==> config.mk <==
export PLATFORM = sky130hd
export DESIGN_NAME = draw_layer_scheduler
export DESIGN_NICKNAME = d
export VERILOG_FILES = /design/src/rtl/draw_layer_scheduler.sv
export SDC_FILE = /design/constraint.sdc
export NUM_CORES = 1
export LEC_CHECK = 0
export CELL_PAD_IN_SITES_DETAIL_PLACEMENT = 0
export CELL_PAD_IN_SITES_GLOBAL_PLACEMENT = 1
export CORE_ASPECT_RATIO = 1.1
export CORE_MARGIN = 2
export CORE_UTILIZATION = 31
export CTS_CLUSTER_SIZE = 30
export DETAILED_ROUTE_END_ITERATION = 7
export GPL_ROUTABILITY_DRIVEN = 1
export PLACE_DENSITY = 0.71
export SLEW_MARGIN = 10
export SYNTH_ARGS = -nofsm -noshare
export SYNTH_HDL_FRONTEND = slang
export SYNTH_SLANG_ARGS = --single-unit
==> constraint.sdc <==
create_clock -name clk -period 7.68 [get_ports clk]
set_clock_uncertainty 0.1 [all_clocks]
set_input_delay 1.152 -clock clk [delete_from_list [all_inputs] [get_ports clk]]
set_output_delay 1.152 -clock clk [all_outputs]
set_load 0.02 [all_outputs]
==> images/closeup.png <==
The bar under the picture is 10 microns long. Region (81, 46) to (121, 86) microns. Cells in gray, sequential cells in the stronger gray; small squares are vias.
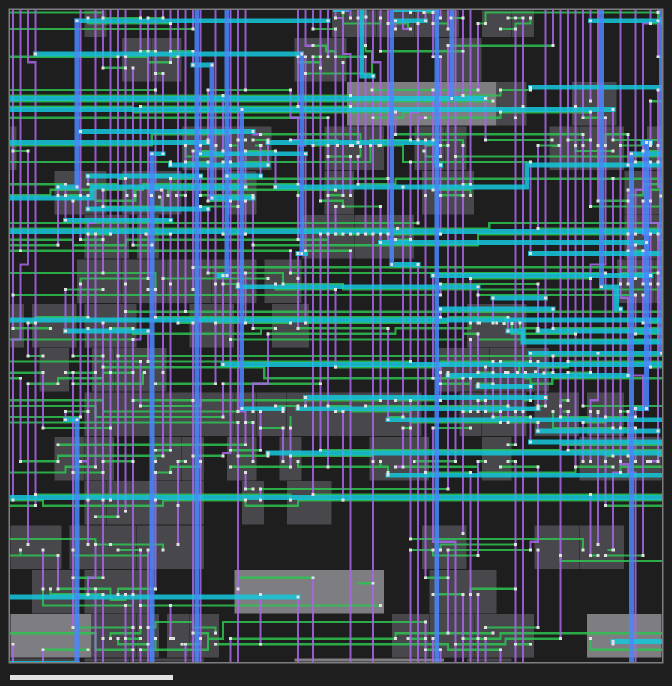
Key: cyan = M3; purple = M2; blue = M4; green = M1
Sequential cells in the window: 4. Most frequent: buf_4 (12), a21oi_1 (11), nand2_1 (11). 89 logic cells have their middle in the window.

==> images/sizing.png <==
The bar under the picture is 50 microns long.
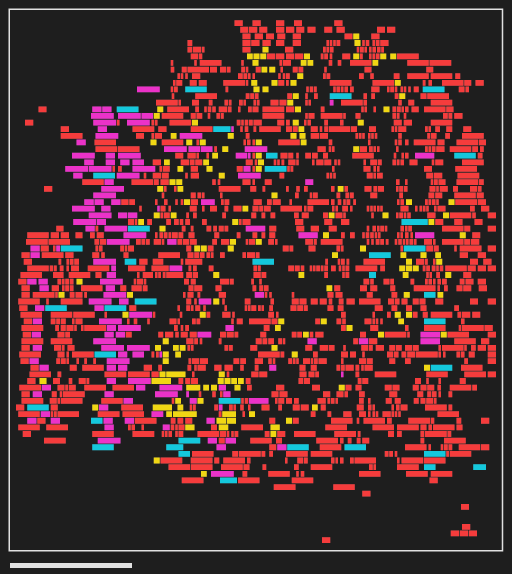
Key: magenta = x2 [cells 137, most used mux2_2]; cyan = x6 and larger [cells 37, most used clkbuf_16]; yellow = x3 and x4 [cells 156, most used buf_4]; red = x1 and smaller [cells 1336, most used nand2_1]
area growth from synthesis to final layout: 23.0%
number of buffers outside the clock class in the layout: 255
final setup slack of the worst path: 546 ps
fin area: 16400 sq um

==> out/summary.rpt <==
=================================================================================
Number of top-level pins                                                      111
YS warnings                                                                     0
Critical path buffers and inverters                                             5
Cell count listed in synth_stat.txt                                          1514
Final Max-Slew Violation Tally                                                  0
Number of clock sinks seen by CTS                                             205
Hpwl dp                                                              46100 microns
Switching share of power                                                    0.422
Simple-gate share of the synthesized area                                   0.191
Sequential share of power                                                   0.316
Transition time at the pin with the least slew margin                     1260 ps
Initial core utilization                                                    0.315
Commonest cells in the synthesized netlist                           277 x sky130_fd_sc_hd__nand2_1, 165 x sky130_fd_sc_hd__dfrtp_1, 84 x sky130_fd_sc_hd__a21oi_1
Share of post-route cells with drive strength above 1                       0.198
Number of nets at floorplan                                                  1605
Top-area cell share                                                         0.309
Slowest cell on crit path                                            sky130_fd_sc_hd__clkdlybuf4s50_1
Highest-count logic cell in the final layout                         sky130_fd_sc_hd__nand2_1
Sequential-to-total area share from yosys stat                              0.388
Area fraction in compound gates after synthesis                             0.228
Most frequent cell after synthesis                                   sky130_fd_sc_hd__nand2_1
Max rail drop VDD                                                        0.167 mV
Post-layout period usage                                                    0.929
Number of violations of the max-capacitance limit                               0
Portion of total power attributed to combinational logic                    0.461
Top comb family, area                                                AND-OR/OR-AND gates
Dominant cells by area after synthesis                               sky130_fd_sc_hd__dfrtp_1 31%, sky130_fd_sc_hd__dfstp_2 7.9%, sky130_fd_sc_hd__nand2_1 7.8%
Synthesized instance count                                                   1514
Arrival @ worst endpoint                                                  7440 ps
Count of warning messages emitted by the tools                                 29
Clock insertion delay at the later pin of the skew report                  550 ps
CTS Buffer Depth                                                                3
Run status                                                           finished, final reports clean
Count of port buffers added during placement                                  110
Inserted Clock Buffers                                                         25
Number of hold violations in the final report                                   0
Library cell occupying the most area in the post-synthesis netlist   sky130_fd_sc_hd__dfrtp_1
Total vias in the final route                                               13691
Clock transition at path regs                                               60 ps
Diodes inserted                                                                 0
Post-cts hold-fix buffer tally                                                  0
Register-to-register setup slack                                          1490 ps
Power Dens Cells                                                      317 nW/um^2
DIE WIDTH                                                             202 microns
Ordered cell list for the critical path                              clkdlybuf4s50_1 -> nand4_1 -> o21ai_1 -> a222oi_1 -> and3_1 -> and2_1 -> a2111o_1 -> a311oi_2 -> fa_1 -> inv_1 -> fa_1 -> inv_1 -> fa_1 -> inv_1 -> ha_1 -> inv_1 -> fa_1 -> mux2i_1 -> nor2b_1 -> nor3_1 -> nand4_1 -> xor2_1 -> nor2_1
Total routing resource utilization after global routing                     0.280
Summed standard-cell area reported by yosys                           13300 sq um
Total sequential power                                                    1.64 mW
Fill count                                                                   4222
Type of element launching the critical path                            input port
Flip-flop cell with the highest count after synthesis                sky130_fd_sc_hd__dfrtp_1
Flip-flops with a built-in enable                                               0
Ys async rst share                                                           1.00
CP delay by family, top                                               adder cells
Post-CTS resize count                                                           0
Starting DRC count in detailed routing                                       1727
Post-detailed-route wirelength per cell                              28.6 microns
Nature of the critical path endpoint                                         flop
Min-delay worst type                                                 flop to flop
Required time of the worst setup path                                     7990 ps
=================================================================================
[stage by stage]
step	std cells	hold WS, ps
after global placement	2189	340
after CTS	2233	366
after detailed placement	2189	352
final	2233	366
after floorplan	1514	330
after global routing	2233	390
[cell type report]
type                            instances  area share
Multi-Input combinational cell       1120       0.448
Sequential cell                       205       0.315
Timing Repair Buffer                  255       0.135
Clock buffer                           38      0.0447
Tap cell                              567      0.0432
Inverter                               42     0.00960
Clock inverter                          6     0.00381
[routing by layer]
metal	routed length [microns]	track usage	vias up
met3	6050	0.0604	231
met4	4740	0.173	4
met1	24700	0.356	6663
met5	23	0	-
li1	-	-	5853
met2	28200	0.434	940
[cell families after synthesis]
family	count (synthesis)
fa+ha+maj	8
mux	129
flops	205
simple gates	541
compound gates	428
buf+inv	189
xor+xnor	14
No activity file was given, so power comes from the tool's default toggle rates.
